Figure 1. Routed clock nets over the placement.
Bar = 20 um.
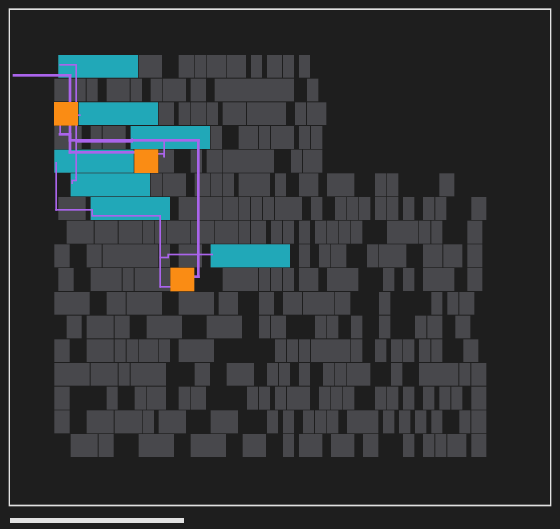
Figure 2. Cells by drive strength.
Bar = 20 um.
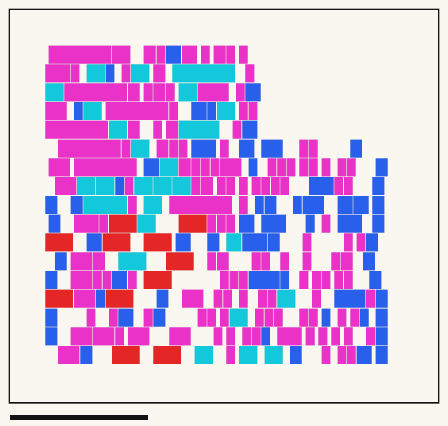
Figure 3. Cells coloured by class.
Fill, decap, tap and diode cells in grey.
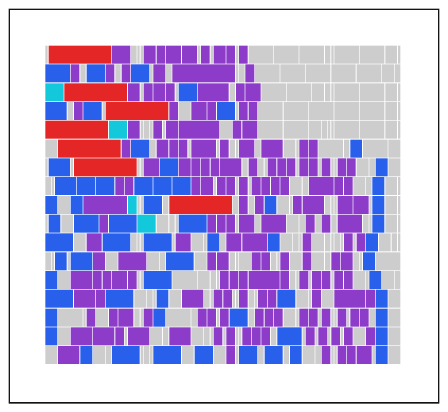
Figure 4. Logic cells by family.
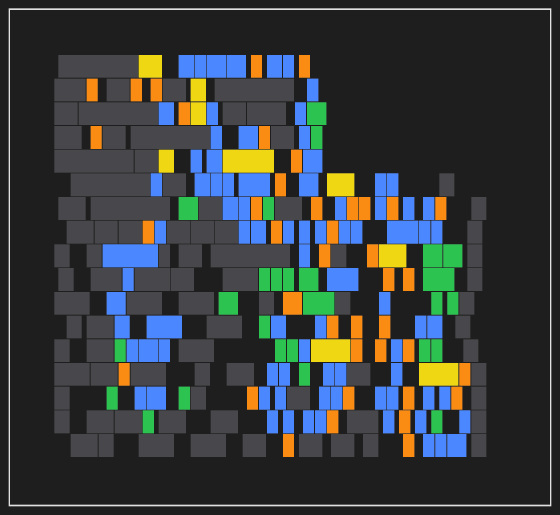
<file path="src/rtl/cpu_pkg.sv">
// Shared CPU types: forwarding selects, memory-wait FSM states and the PC register index.
package cpu_pkg;

    typedef enum logic [1:0] {
        FWD_RF  = 2'b00,
        FWD_WB  = 2'b01,
        FWD_MEM = 2'b10
    } fwd_sel_e;

    typedef enum logic {
        MEM_IDLE = 1'b0,
        MEM_WAIT = 1'b1
    } mem_state_e;

    localparam int unsigned REG_PC = 15;

endpackage

</file>
<file path="src/rtl/fwd_unit.sv">
// Operand forwarding select for one E-stage source register; the M result wins over W.
module fwd_unit
    import cpu_pkg::*;
#(
    parameter int unsigned REG_AW = 4
) (
    input  logic [REG_AW-1:0] ra_e_i,
    input  logic [REG_AW-1:0] wa3_m_i,
    input  logic [REG_AW-1:0] wa3_w_i,
    input  logic              reg_write_m_i,
    input  logic              reg_write_w_i,
    output logic [1:0]        fwd_o
);

    fwd_sel_e sel;

    // The PC is never produced by the ALU/load path, so it always comes from the register file.
    always_comb begin
        sel = FWD_RF;
        if (ra_e_i != REG_AW'(REG_PC)) begin
            if (reg_write_m_i && (ra_e_i == wa3_m_i)) begin
                sel = FWD_MEM;
            end else if (reg_write_w_i && (ra_e_i == wa3_w_i)) begin
                sel = FWD_WB;
            end
        end
    end

    assign fwd_o = sel;

endmodule

</file>
<file path="src/rtl/hazard_ctrl.sv">
// Hazard controller for the 5-stage pipeline: forwarding, load-use/branch/memory stalls and flushes.
// Define HAZARD_PERF_EN to add the StallCnt/FlushCnt performance counters.
module hazard_ctrl
    import cpu_pkg::*;
#(
    parameter int unsigned REG_AW      = 4,
    parameter int unsigned MEM_TIMEOUT = 16
`ifdef HAZARD_PERF_EN
    ,
    parameter int unsigned CNT_W       = 16
`endif
) (
    input  logic              CLK,
    input  logic              Reset,
    input  logic [REG_AW-1:0] RA1D,
    input  logic [REG_AW-1:0] RA2D,
    input  logic [REG_AW-1:0] RA1E,
    input  logic [REG_AW-1:0] RA2E,
    input  logic [REG_AW-1:0] WA3E,
    input  logic [REG_AW-1:0] WA3M,
    input  logic [REG_AW-1:0] WA3W,
    input  logic              RegWriteM,
    input  logic              RegWriteW,
    input  logic              MemtoRegE,
    input  logic              BranchTakenE,
    input  logic              MemReqM,
    input  logic              MemReadyM,
    output logic [1:0]        ForwardAE,
    output logic [1:0]        ForwardBE,
    output logic              StallF,
    output logic              StallD,
    output logic              StallE,
    output logic              StallM,
    output logic              FlushD,
    output logic              FlushE,
    output logic              FlushW,
    output logic              MemErr
`ifdef HAZARD_PERF_EN
    ,
    output logic [CNT_W-1:0]  StallCnt,
    output logic [CNT_W-1:0]  FlushCnt
`endif
);

    localparam int unsigned CW = $clog2(MEM_TIMEOUT + 1);

    mem_state_e    state_q, state_d;
    logic [CW-1:0] wait_cnt_q, wait_cnt_d;
    logic          mem_err_q, mem_err_d;
    logic          ldstall;
    logic          mem_stall;

    fwd_unit #(
        .REG_AW (REG_AW)
    ) u_fwd_a (
        .ra_e_i        (RA1E),
        .wa3_m_i       (WA3M),
        .wa3_w_i       (WA3W),
        .reg_write_m_i (RegWriteM),
        .reg_write_w_i (RegWriteW),
        .fwd_o         (ForwardAE)
    );

    fwd_unit #(
        .REG_AW (REG_AW)
    ) u_fwd_b (
        .ra_e_i        (RA2E),
        .wa3_m_i       (WA3M),
        .wa3_w_i       (WA3W),
        .reg_write_m_i (RegWriteM),
        .reg_write_w_i (RegWriteW),
        .fwd_o         (ForwardBE)
    );

    assign ldstall   = MemtoRegE && ((RA1D == WA3E) || (RA2D == WA3E));
    // Combinational so the freeze starts in the request cycle; a timed-out memory never stalls again.
    assign mem_stall = MemReqM && !MemReadyM && !mem_err_q;

    assign StallF = ldstall || mem_stall;
    assign StallD = ldstall || mem_stall;
    assign StallE = mem_stall;
    assign StallM = mem_stall;
    assign FlushW = mem_stall;
    assign FlushE = (ldstall || BranchTakenE) && !mem_stall;
    assign FlushD = BranchTakenE && !mem_stall;
    assign MemErr = mem_err_q;

    always_comb begin
        state_d    = state_q;
        wait_cnt_d = wait_cnt_q;
        mem_err_d  = mem_err_q;
        unique case (state_q)
            MEM_IDLE: begin
                if (MemReqM && !MemReadyM && !mem_err_q) begin
                    state_d    = MEM_WAIT;
                    wait_cnt_d = CW'(1);
                end
            end
            MEM_WAIT: begin
                if (MemReadyM) begin
                    state_d    = MEM_IDLE;
                    wait_cnt_d = '0;
                end else begin
                    if (wait_cnt_q != CW'(MEM_TIMEOUT)) begin
                        wait_cnt_d = wait_cnt_q + 1'b1;
                    end
                    // Abandon the access: flag the error and let the pipeline run on.
                    if (wait_cnt_d == CW'(MEM_TIMEOUT)) begin
                        mem_err_d  = 1'b1;
                        state_d    = MEM_IDLE;
                        wait_cnt_d = '0;
                    end
                end
            end
        endcase
    end

    always_ff @(posedge CLK or posedge Reset) begin
        if (Reset) begin
            state_q    <= MEM_IDLE;
            wait_cnt_q <= '0;
            mem_err_q  <= 1'b0;
        end else begin
            state_q    <= state_d;
            wait_cnt_q <= wait_cnt_d;
            mem_err_q  <= mem_err_d;
        end
    end

`ifdef HAZARD_PERF_EN
    logic [CNT_W-1:0] stall_cnt_q, stall_cnt_d;
    logic [CNT_W-1:0] flush_cnt_q, flush_cnt_d;

    always_comb begin
        stall_cnt_d = stall_cnt_q;
        flush_cnt_d = flush_cnt_q;
        if (StallF && !(&stall_cnt_q)) begin
            stall_cnt_d = stall_cnt_q + 1'b1;
        end
        if (FlushD && !(&flush_cnt_q)) begin
            flush_cnt_d = flush_cnt_q + 1'b1;
        end
    end

    always_ff @(posedge CLK or posedge Reset) begin
        if (Reset) begin
            stall_cnt_q <= '0;
            flush_cnt_q <= '0;
        end else begin
            stall_cnt_q <= stall_cnt_d;
            flush_cnt_q <= flush_cnt_d;
        end
    end

    assign StallCnt = stall_cnt_q;
    assign FlushCnt = flush_cnt_q;
`endif

endmodule

</file>
<file path="config.mk">
export PLATFORM = sky130hd
export DESIGN_NAME = hazard_ctrl
export DESIGN_NICKNAME = d
export VERILOG_FILES = /design/src/rtl/cpu_pkg.sv /design/src/rtl/fwd_unit.sv /design/src/rtl/hazard_ctrl.sv
export SDC_FILE = /design/constraint.sdc
export NUM_CORES = 1
export LEC_CHECK = 0
export ABC_AREA = 1
export CORE_ASPECT_RATIO = 0.9
export CORE_MARGIN = 5
export CORE_UTILIZATION = 41
export CTS_CLUSTER_DIAMETER = 40
export DETAILED_ROUTE_END_ITERATION = 10
export HOLD_SLACK_MARGIN = 0.15
export PLACE_DENSITY = 0.86
export SLEW_MARGIN = 20
export SYNTH_ARGS = -nofsm -noshare
export SYNTH_HDL_FRONTEND = slang
export SYNTH_HIERARCHICAL = 1
export SYNTH_SLANG_ARGS = --single-unit
</file>
<file path="constraint.sdc">
create_clock -name CLK -period 1.5 [get_ports CLK]
set_input_delay 0.375 -clock CLK [delete_from_list [all_inputs] [get_ports CLK]]
set_output_delay 0.375 -clock CLK [all_outputs]
set_load 0.01 [all_outputs]
</file>
==> flow_summary.yaml <==
# yosys + openroad results
layout:
  post-route-cell-area_sq_mm: 0.00155
  final_core_util_pct: 65.2
  lay_top_cells: "59 x nand2_1, 26 x buf_2, 25 x inv_1"
  nNetsFinal: 281
  syn2layout_area_growth_pct: 55.7
  lay_top_count: "nand2_1"
  layout-drive-gt1-share_pct: 40.9
  stdcell_count: 270
  n_antenna_cell: 0
power:
  power_switching_mw: 0.196
  comb_power_share_pct: 39.1
  p_sw_share_pct: 32.5
  p_leak_nw: 0.915
  pg_seq_mw: 0.189
  pwr_density_cell_mw_per_mm2: 387
  power_mw: 0.601
  power_frac_clock_pct: 29.5
  top_power_group: "combinational logic"
  seqPwrFrac_pct: 31.4
  powerComb_mw: 0.235
  internal_power_mw: 0.406
  p_clk_mw: 0.177
  ir_drop_v: 0.000435
yosys:
  ys_sh_adder_pct: 2.51
  logic_family: "simple AND/OR/NAND/NOR gates"
  postSynthSeqShare_pct: 17.6
  syn-num-nets: 217
  aoi_share_pct: 7.40
  ys_types: 19
  top_area_share_pct: 25.2
  ys_cells: 179
  yosys-top-cells-area: "nand2_1 25%, dfrtp_1 18%, inv_1 13%"
  ys_sh_mux_pct: 0
  ys_sh_simple_pct: 47.3
  ys_sh_xor_pct: 7.90
  ys_seq_elements: 7
  top_area_cell: "nand2_1"
  synth_warnings: 6
  syn_area_sq_um: 997
  synth_area_per_cell_sq_um: 5.57
  netlist_instances: 179
  ys_chip_area_sq_um: 997
clocking:
  cts_max_level: 1
  path_clk_slew_ns: 0.05
  root_buffer: "clkbuf_4"
  cts_tree: "done"
  cts_hold_buffers: 0
  cts_sinks: 7
  clock_path_buffers: 2
  insertion_delay_ns: 0.26
  numCtsBuffers: 3
drt:
  met1Wirelength_um: 1160
  vias_per_cell: 4.67
  drt_iter0_markers: 64
  wl_met3_um: 290
  postRouteAntennaNets: 0
  drt-total-wl_um: 2990
  dr.pass1.iters: 4
  wl_met2_um: 1490
  highest_layer: "met4"
  via_count: 1262
  route.detailed.drc: 0
  routedWlPerCell_um: 11.1
final_timing:
  setup-tns-final_ns: 0
  fin_crit_ns: 1.50
  fin_skew_ns: 0.00516
  slew_headroom_pct: 81.5
  worst_slew_pin_slew_ns: 0.277
  hold_viol_final: 0
  fmax_mhz: 668
  setup_violations: 0
  fin_crit_sh_pct: 99.8
  slew_viol_final: 0
  grt_setup_unrepaired: "yes"
  hold_ws_ns: 0.342
  finalWorstSetupSlack_ns: 0.00259
global_route:
  track_usage_pct: 16.6
  met1_usage_pct: 18.7
  grt-busiest-layer: "met2"
  grt_pass1_vias: 1159
  use_met3_pct: 4.83
  grt_max_degree: 8
  use_met2_pct: 28.8
  grt_pass1_wl_um: 4510
  overflow: 0
  antenna_found_initial: 0
flow_run:
  warning_count: 28
  drv_cap: 0
die:
  num_rows: 17
  die_w_um: 62.0
  io_pins: 48
  initCoreUtil_pct: 41.9
  core_sq_mm: 0.00238
  dieArea_sq_mm: 0.00352
  die_y_um: 56.8
worst_setup_path:
  arrival_ns: 1.12
  critPathRequiredTime_ns: 1.12
  endpoint_kind: "primary output"
  criticalPathCategory: "in -> out"
  worstPathMaxFanout: 5
  cp-start-kind: "primary input"
placement:
  place.gp.congestion: 0.816
  io_buffers: 47
  post-dp-hpwl_um: 2260
  dp_slack_ns: -0.793
  dpl-instance-area_sq_mm: 0.00153
  dpl.cell_count: 258
worst_hold_path:
  hp-class: "in -> async"
run_status:
  outcome: "finished, final reports clean"
About Figure 1:
cyan -> flip-flops  # count 7
orange -> cells driving clock nets  # count 3
purple -> clock wires  # length 123 um
routed clock nets = 4

About Figure 2:
blue -> drive 2  # cells 62, share 26%, most used buf_2
red -> drive 6 and up  # cells 11, share 4.5%, most used buf_6
magenta -> drive 1 or less  # cells 143, share 59%, most used nand2_1
cyan -> drive 3 to 4  # cells 26, share 11%, most used buf_4

About Figure 3:
red -> flops  # cells 7
purple -> all other logic  # cells 169
cyan -> clock drivers and dummy loads  # cells 4
blue -> other buffers and delay cells  # cells 62

About Figure 4:
blue -> NAND gates  # cells 83, most used nand2_1
green -> NOR gates  # cells 26, most used nor2_1
orange -> inverters  # cells 40, most used inv_1
yellow -> inverting AOI/OAI gates  # cells 9, most used o21ai_0

critical path: stages:
cell           delay, ns
dlygate4sd2_1       0.26
inv_2               0.09
nand3_4             0.11
buf_6               0.13
nand2_4             0.05
buf_6               0.10
cell families (layout without fill, tap and decap cells):
group           count (synthesis)  in the layout
compound gates                  9              9
xor+xnor                        9              9
fa+ha+maj                       2              2
buf+inv                        43            106
flops                           7              7
simple gates                  109            109
repair_timing:
item,4_1_cts,5_1_grt
buffers inserted,3,5
pin swaps,26,13
endpoints found under the setup margin,12,13
resized,177,27
synth_stat cells:
cell type / number
buf_4: 3
o211ai_1: 1
nand2_2: 1
inv_1: 35
a21oi_2: 3
nor2_2: 5
nand4_1: 1
ha_1: 2
nand2_1: 67
o21ai_0: 3
inv_2: 4
nor2_1: 19
o211ai_2: 2
dfrtp_1: 7
nand3_1: 11
nor3_2: 2
nand3_2: 3
clkinv_1: 1
xor2_1: 9
final timing paths:
kind	from	to	slack (ns)	cells past startpoint
max	MemReadyM	StallD	0.003	6
min	Reset	MemErr$_DFFE_PP0P_	0.34	2
max reg2reg	wait_cnt_q[0]$_DFFE_PP0P_	state_q$_DFF_PP0_	0.07	10
min reg2reg	state_q$_DFF_PP0_	wait_cnt_q[0]$_DFFE_PP0P_	0.52	1
max in group asynchronous	Reset	wait_cnt_q[1]$_DFFE_PP0P_	0.94	2
min in group CLK	state_q$_DFF_PP0_	wait_cnt_q[0]$_DFFE_PP0P_	0.52	1
final cells by class:
type | count | area, sq um
clock buffers | 4 | 26.3
well taps | 28 | 35.0
multi-input cells | 129 | 709
repair buffers | 62 | 454
flip-flops and latches | 7 | 175
fillers | 224 | 830
inverters | 40 | 153
flip-flops by register name (all words and copies together), names as in the netlist:
signal / count
MemErr: 1
wait_cnt_q: 5
state_q: 1
Power and IR drop assume default switching activity.
